==> config.mk <==
export PLATFORM = sky130hd
export DESIGN_NAME = cfg_regs
export DESIGN_NICKNAME = d
export VERILOG_FILES = /design/src/rtl/cfg_regs.sv
export SDC_FILE = /design/constraint.sdc
export NUM_CORES = 1
export LEC_CHECK = 0
export CORE_MARGIN = 2
export CORE_UTILIZATION = 23
export CTS_CLUSTER_SIZE = 24
export DETAILED_ROUTE_END_ITERATION = 6
export GPL_ROUTABILITY_DRIVEN = 0
export GPL_TIMING_DRIVEN = 1
export PLACE_DENSITY_LB_ADDON = 0.15
export SLEW_MARGIN = 20
export SYNTH_ARGS = -nofsm -noshare
export SYNTH_HDL_FRONTEND = slang
export SYNTH_SLANG_ARGS = --single-unit
==> constraint.sdc <==
create_clock -name clk -period 1 [get_ports clk]
set_input_delay 0.1 -clock clk [delete_from_list [all_inputs] [get_ports clk]]
set_output_delay 0.1 -clock clk [all_outputs]
set_load 0.02 [all_outputs]
==> src/rtl/cfg_regs.sv <==
// Configuration register block: CFG, optional SCRATCH, VERSION, with one-cycle ack/read pipeline.
// Optional SCRATCH storage at address 0x1 is enabled by defining CFG_REGS_SCRATCH_EN.
module cfg_regs (
  input  logic        clk,
  input  logic        reset,
  input  logic [3:0]  addr,
  input  logic        rd_wr,
  input  logic        req,
  input  logic [31:0] write_val,
  input  logic        cfg_ctrl_err,
  input  logic        cfg_ctrl_idle,
  output logic        cfg_port_enable,
  output logic [7:0]  cfg_port_id,
  output logic        ack,
  output logic [31:0] read_val
);

  localparam int DATA_W = 32;
  localparam logic [DATA_W-1:0] VERSION_VAL = 32'h0001_0000;

  logic              enable_bit;
  logic [7:0]        port_id_field;
  logic              err_bit;
  logic              idle_bit;
  logic              vld_p1;
  logic [DATA_W-1:0] read_val_p1;
  logic [DATA_W-1:0] rd_data;
  logic              wr_acc;
  logic              rd_acc;
  logic              wr_cfg;
  logic              unused_bits;

  assign wr_acc = req & ~rd_wr;
  assign rd_acc = req &  rd_wr;
  assign wr_cfg = wr_acc & (addr == 4'h0);

  // Bits that never reach storage in any build.
  assign unused_bits = ^{write_val[15:12], write_val[3:1]};

`ifdef CFG_REGS_SCRATCH_EN
  logic [DATA_W-1:0] scratch;

  always_ff @(posedge clk or posedge reset) begin
    if (reset) begin
      scratch <= '0;
    end else if (wr_acc && (addr == 4'h1)) begin
      scratch <= write_val;
    end
  end
`else
  logic unused_upper;
  assign unused_upper = ^{write_val[31:17]};
`endif

  // Read mux observes pre-edge register state, so a read right after a write sees the new value.
  always_comb begin
    rd_data = '0;
    case (addr)
      4'h0: rd_data = {14'b0, idle_bit, err_bit, 4'b0, port_id_field, 3'b0, enable_bit};
`ifdef CFG_REGS_SCRATCH_EN
      4'h1: rd_data = scratch;
`endif
      4'h2: rd_data = VERSION_VAL;
      default: rd_data = '0;
    endcase
  end

  always_ff @(posedge clk or posedge reset) begin
    if (reset) begin
      enable_bit    <= 1'b0;
      port_id_field <= '0;
    end else if (wr_cfg) begin
      enable_bit    <= write_val[0];
      port_id_field <= write_val[11:4];
    end
  end

  // Sticky error: a set from the controlled block wins over a same-edge clear.
  always_ff @(posedge clk or posedge reset) begin
    if (reset) begin
      err_bit <= 1'b0;
    end else if (cfg_ctrl_err) begin
      err_bit <= 1'b1;
    end else if (wr_cfg && write_val[16]) begin
      err_bit <= 1'b0;
    end
  end

  always_ff @(posedge clk or posedge reset) begin
    if (reset) begin
      idle_bit <= 1'b0;
    end else begin
      idle_bit <= cfg_ctrl_idle;
    end
  end

  // Stage p1: ack and read data one cycle after the sampling edge.
  always_ff @(posedge clk or posedge reset) begin
    if (reset) begin
      vld_p1      <= 1'b0;
      read_val_p1 <= '0;
    end else begin
      vld_p1 <= req;
      if (rd_acc) begin
        read_val_p1 <= rd_data;
      end
    end
  end

  assign ack             = vld_p1;
  assign read_val        = read_val_p1;
  assign cfg_port_enable = enable_bit;
  assign cfg_port_id     = port_id_field;

endmodule

==> run_1/floorplan.png <==
Scale bar: 20 um. Pins as bars on the die edge.
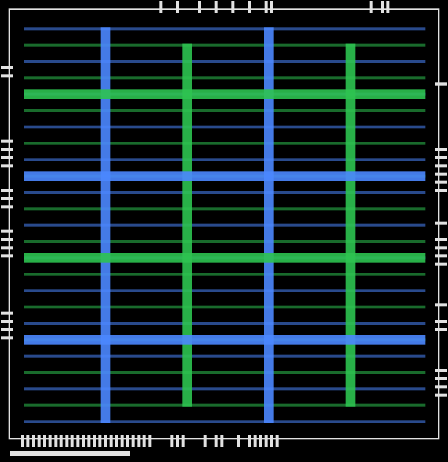
VDD -> green
VSS -> blue
signal pins = 84
met5 straps = 4

==> run_1/util_map.png <==
Scale bar: 20 um. 7 x 7 tiles, from black (low) to pale yellow (high), 0 to 100% covered.
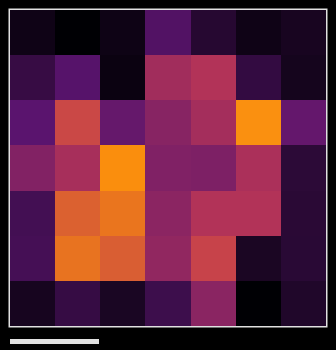
tiles over 75% full = 4.1%
fullest tile = 76%
emptiest ninth of the die = top left
nearly empty tiles = 4.1%
mean over tiles = 29%

==> run_1/port_trees.png <==
Scale bar: 20 um.
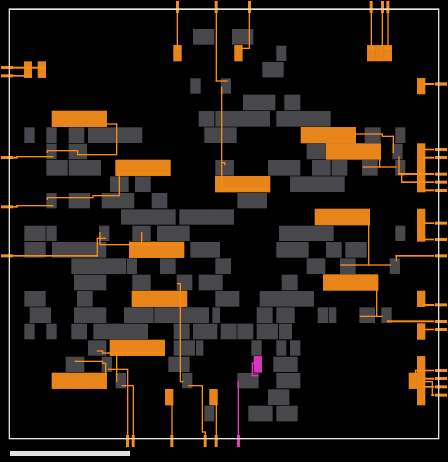
reset -> magenta  # bits 1, direction input, edge bottom, end cells 1, buffers 1, wire 12.6 um
read_val -> orange  # bits 32, direction output, edge 16 right, 6 top, 5 bottom, 5 left, end cells 32, buffers 11, wire 366 um

## run 1: kinds of logic after synthesis
kind of cell	after synthesis	share of synthesized area (%)
buf+inv	24	17.03
compound gates	13	10.27
flops	23	55.56
simple gates	7	3.744
mux	9	13.04
other cells	1	0.3620
## run 1: metrics by stage
stage          utilization, %  hold WS [ps]  power, mW  setup TNS (ps)  instance area [sq um]
2_1_floorplan               -         101.9      1.473           -7778                   1115
4_1_cts                 34.94         108.0      2.325           -4040                   1521
5_1_grt                 35.11         132.6      2.408           -4418                   1529
3_3_place_gp            36.12         432.1      1.822          -17230                   1573
3_5_place_dp            36.12         427.4      1.824          -17400                   1573
6_report                35.11         109.8      2.292           -3875                   1529
## run 1: synth_stat cells (all sizes together)
library cell	instances
nor3	1
o22a	1
o21ai	2
a22o	10
dfrtp	23
nand2b	1
nor2	1
inv	1
conb	1
or3b	1
clkbuf	1
or4	1
mux2	9
nand2	2
buf	22
## run 1: tightest hold or removal path: stages
cell,delay (ps)
buf_6,70
nor3_1,30
o21ai_0,60
o21ai_0,70
## run 1: per-layer routing
layer | share of wire, % | track usage [%]
met2 | 49 | 14.54
met4 | 1.1 | 3.145
met5 | 0 | 0
met3 | 7.9 | 3.561
met1 | 42 | 11.72
## run 1: cell type report
| type | count | area (sq um) |
|---|---|---|
| Inverter | 1 | 3.754 |
| Fill cell | 442 | 2825 |
| Timing Repair Buffer | 63 | 473.0 |
| Sequential cell | 23 | 575.6 |
| Multi-Input combinational cell | 50 | 365.4 |
| Clock buffer | 3 | 41.29 |
| Clock inverter | 1 | 5.005 |
| Tap cell | 52 | 65.06 |
## run 1: sequential cells by signal, summed over array words and instances (netlist names)
name             flops
err_bit              1
cfg_port_id          8
idle_bit             1
read_val            11
cfg_port_enable      1
ack                  1
==> out/metrics.csv, run 1 <==
stage,metric,value,unit
run_status,outcome,"finished, violations left",
run_status,violations,setup timing,
cells_and_area,drive_gt1_share,43.97,%
pwr,netSwitchingFraction,29.12,%
grt,antenna_found_initial,0,
clock_tree,cts_hold_buf,0,
logic_synthesis,netlist-cell-type-count,16,
setup_path,cp_num_buf_inv,2,
cells_and_area,areaGrowthSynthToFinish,47.58,%
floorplan,fp_util,23.79,%
placement,dpl.hpwl,1787,um
final_timing,hold_viol,0,
setup_path,r2r_cells,2,
logic_synthesis,yosys.stat.seqShare,55.56,%
setup_path,arrival,1560,ps
clock_tree,clock_sinks,23,
logic_synthesis,synth_area,1036,sq um
route,num_vias,751,
floorplan,die_y,71.12,um
logic_synthesis,topCellsByArea,"dfrtp_1 (56%), buf_4 (15%), mux2_4 (13%)",
pwr,p_clk,577,uW
pwr,pg_comb,647,uW
setup_path,cp-start-kind,input port,
floorplan,rows,24,
grt,grt-ovfl-total,0,
pwr,power_density,1499,nW/um^2
grt,grt_pass1_wl,3622,um
clock_tree,cts_buffers,3,
setup_path,rrSetupSlack,90,ps
pwr,p_seq_share,46.6,%
worst_hold_path,hp-start,addr[2],
final_timing,min_period,1409,ps
placement,dp_cells,188,
grt,grt_max_degree,14,
setup_path,max_stage_delay,530,ps
setup_path,crit_path_end_kind,flip-flop,
final_timing,finalClockPeriodUsage,140.9,%
route,dr.first_iter.drc_count,18,
setup_path,crit_end,cfg_port_id[1],
flow_run,warnings,51,
setup_path,crit_family,simple AND/OR/NAND/NOR gates,
clock_tree,cts_resized,101,
setup_path,crit_top_cell,buf_6,
final_timing,setup_violations,10,
cells_and_area,layout_top_cell,dfrtp_1,
final_timing,grt_setup_unrepaired,yes,
clock_tree,cts_setup_buffers,0,
logic_synthesis,avgSynthCellArea,13.45,sq um
pwr,pwr-share-comb,28.2,%
grt,grt_util_all_layers,9.259,%
placement,io_buffers,40,
floorplan,die_area,5057,sq um
clock_tree,clockRootBuffer,clkbuf_8,
pwr,power_switching,667.5,uW
worst_hold_path,hold_path_class,in2reg,
clock_tree,htreeDepth,1,
route,drt_wl_total,2257,um
setup_path,crit_type,in2reg,
route,drtAntennaViolNets,0,
route,viasPerCell,3.891,
logic_synthesis,numSynthFlops,23,
logic_synthesis,ys_warn_count,0,
setup_path,path_max_fanout,5,
setup_path,reg2reg_to,cfg_port_id[0],
final_timing,layout_setup_ws,-408.5,ps
setup_path,crit_cells,5,
logic_synthesis,top_cell_area_share,55.56,%
cells_and_area,final_cell_mix,"dfrtp_1 (23), buf_2 (22), conb_1 (21), buf_4 (21), clkdlybuf4s50_1 (15)",
route,drc_errors,0,
logic_synthesis,ys_area,1036,sq um
clock_tree,worst_setup_hold_path_clk_slew,80,ps
worst_hold_path,hold_depth,4,
pwr,power.share.clock,25.2,%
final_timing,slew_violations,0,
logic_synthesis,top_area_cell,dfrtp_1,
cells_and_area,fin_nets,184,
grt,grt_pass1_vias,726,
setup_path,cp.required,1150,ps
worst_hold_path,holdPathEnd,read_val[16],
clock_tree,clk_latency,260,ps
route,routedWlPerCell,11.69,um
floorplan,ioPinCount,84,
setup_path,path_cells,"buf_6, or4_4, or3b_4, buf_6, mux2_4",
final_timing,clock-skew-final,3.666,ps
pwr,ir_worst_vdd,0.7262,mV
cells_and_area,diodes,0,
logic_synthesis,yosysCellCount,77,
logic_synthesis,syn_inst,77,
flow_run,drv_cap,0,
cells_and_area,final_cells,193,
clock_tree,cts_tree,done,
==> run_1/class_map.png <==
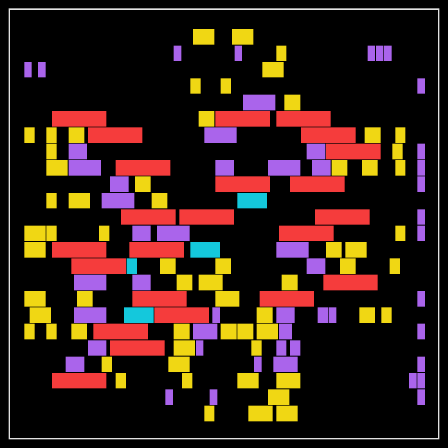

==> inputs of run 2 (changes only) <==
CTS_BUF_LIST = sky130_fd_sc_hd__clkbuf_4   (was default)
==> run_2/class_map.png <==
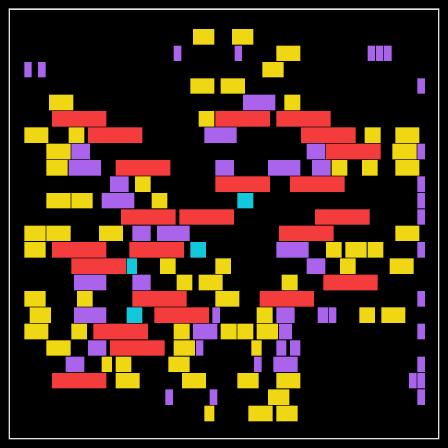
remaining buffers and delay cells -> yellow  # cells 65, share of their area 38%
registers -> red  # cells 23, share of their area 36%
clock drivers and dummy loads -> cyan  # cells 4, share of their area 1.7%
remaining logic cells -> purple  # cells 51, share of their area 23%

==> run 2 against run 1 <==
Compared with the run above: the run still ends with setup timing left; clock power fell by 24%; synthesized cell count did not move; die area did not move; sequential cell count did not move; area after synthesis did not move; critical path type unchanged.
==> out/metrics.csv, run 2 <==
stage,metric,value,unit
setup_path,crit_top_cell,buf_6,
clock_tree,clock_sinks,23,
flow_run,warnings,51,
placement,io_buffers,40,
setup_path,path_max_fanout,5,
clock_tree,cts_tree,done,
setup_path,reg2reg_to,read_val[9],
floorplan,die_y,71.12,um
setup_path,rrSetupSlack,50,ps
run_status,outcome,"finished, violations left",
final_timing,setup_violations,11,
cells_and_area,areaGrowthSynthToFinish,58.70,%
floorplan,die_area,5057,sq um
cells_and_area,postLayoutCoreUtil,37.76,%
pwr,finalPower,2.273,mW
cells_and_area,drive_gt1_share,44.76,%
final_timing,holdWs,47.45,ps
worst_hold_path,hp-start,addr[2],
cells_and_area,fin_nets,186,
cells_and_area,logic_area,365.4,sq um
setup_path,path_cells,"buf_6, or4_4, or3b_4, buf_6, mux2_4",
logic_synthesis,async_reset_ff_share,100.0,%
final_timing,finalClockPeriodUsage,134.8,%
placement,place_area,1573,sq um
route,routedWlPerCell,11.70,um
cells_and_area,diodes,0,
clock_tree,cts_buffers,3,
logic_synthesis,top_cells_by_count,"dfrtp_1 (23), buf_4 (21), a22o_1 (10)",
final_timing,slew_violations,0,
grt,grt-ovfl-total,0,
logic_synthesis,top_area_cell,dfrtp_1,
clock_tree,htreeDepth,1,
route,drc_errors,0,
floorplan,rows,24,
final_timing,layout_setup_ws,-348.2,ps
setup_path,crit_path_end_kind,flip-flop,
grt,grt_pass1_vias,734,
logic_synthesis,topCellsByArea,"dfrtp_1 (56%), buf_4 (15%), mux2_4 (13%)",
setup_path,crit_family,simple AND/OR/NAND/NOR gates,
grt,grt_pass1_wl,3643,um
clock_tree,clk_latency,310,ps
logic_synthesis,synth-main-ff-cell,dfrtp_1,
final_timing,hold_viol,0,
floorplan,ioPinCount,84,
route,drt_wl_total,2282,um
logic_synthesis,yosysCellCount,77,
setup_path,cp_num_buf_inv,2,
placement,dp_cells,188,
worst_hold_path,hold_path_class,in2reg,
grt,grt_max_degree,14,
setup_path,crit_type,in2reg,
logic_synthesis,numSynthFlops,23,
clock_tree,cts_hold_buf,0,
grt,antenna_found_initial,0,
pwr,power_density,1382,nW/um^2
cells_and_area,final-seq-area,575.6,sq um
setup_path,r2r_cells,3,
logic_synthesis,ys_warn_count,0,
run_status,violations,setup timing,
setup_path,arrival,1560,ps
final_timing,fin_setup_tns,-3260,ps
cells_and_area,fill_cells,430,
logic_synthesis,top_cell_area_share,55.56,%
logic_synthesis,most_common_cell,dfrtp_1,
logic_synthesis,yosys.stat.seqShare,55.56,%
route,dr.first_iter.drc_count,17,
logic_synthesis,netlist-cell-type-count,16,
final_timing,clock-skew-final,5.010,ps
cells_and_area,fin_area,1644,sq um
setup_path,crit_cells,5,
setup_path,cp.required,1210,ps
floorplan,fp_util,23.79,%
==> run_2/util_map.png <==
Scale bar: 20 um. 7 x 7 tiles, from black (low) to pale yellow (high), 0 to 100% covered.
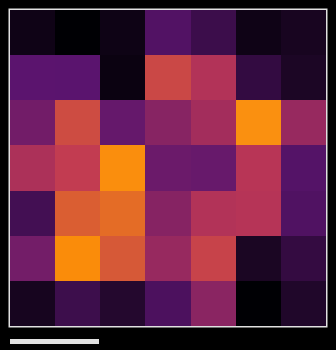
mean over tiles = 31%
nearly empty tiles = 4.1%
fullest tile = 76%
tiles over 75% full = 6.1%
densest ninth of the die = left middle

==> run 2: cell counts after synthesis <==
No cell type changed its count.
==> run 2: worst max path at each step <==
| stage | from | endpoint | slack, ps |
|---|---|---|---|
| 6_report | addr[0] | cfg_port_id[6] | -350 |
| 5_1_grt | addr[0] | cfg_port_id[6] | -360 |
| 4_1_cts | addr[2] | cfg_port_id[6] | -360 |
| 3_5_place_dp | addr[1] | cfg_port_id[1] | -1060 |
| 3_3_place_gp | addr[1] | cfg_port_id[1] | -1050 |
| 2_1_floorplan | addr[1] | cfg_port_enable | -550 |
==> run 2: what timing repair did <==
action	4_1_cts	5_1_grt
hold endpoints to repair	0	0
endpoints found under the setup margin	41	30
pin swaps	2	2
gates resized	118	23
setup buffers	1	2
==> run 2: cells by family after synthesis <==
family                 Yosys count  synth area share (%)
AND-OR/OR-AND                   13                 10.27
buffers and inverters           24                 17.03
flip-flops                      23                 55.56
multiplexers                     9                 13.04
other                            1                0.3620
AND/OR/NAND/NOR                  7                 3.744
==> run 2: area by class of cell <==
cell class / instances / share of cell area [%]
repair buffers: 65 / 36.91
clock inverters: 1 / 0.3044
well taps: 52 / 3.957
flip-flops and latches: 23 / 35.01
inverters: 1 / 0.2283
clock buffers: 3 / 1.370
multi-input cells: 50 / 22.22
==> run 2: power by group <==
group	internal, mW	switching, mW
Sequential	1.02	0.0711
Clock	0.150	0.289
Combinational	0.427	0.318
==> run 2: routing by layer <==
layer | global-route usage [%] | part of all wire, % | wire length, um | up-vias
li1 | - | - | - | 357
met1 | 11.81 | 42 | 963 | 359
met2 | 14.54 | 50 | 1135 | 38
met3 | 3.561 | 7.0 | 160 | 4
met4 | 3.145 | 1.0 | 23 | 0
met5 | 0 | 0 | 0 | -
Power and IR drop assume default switching activity.
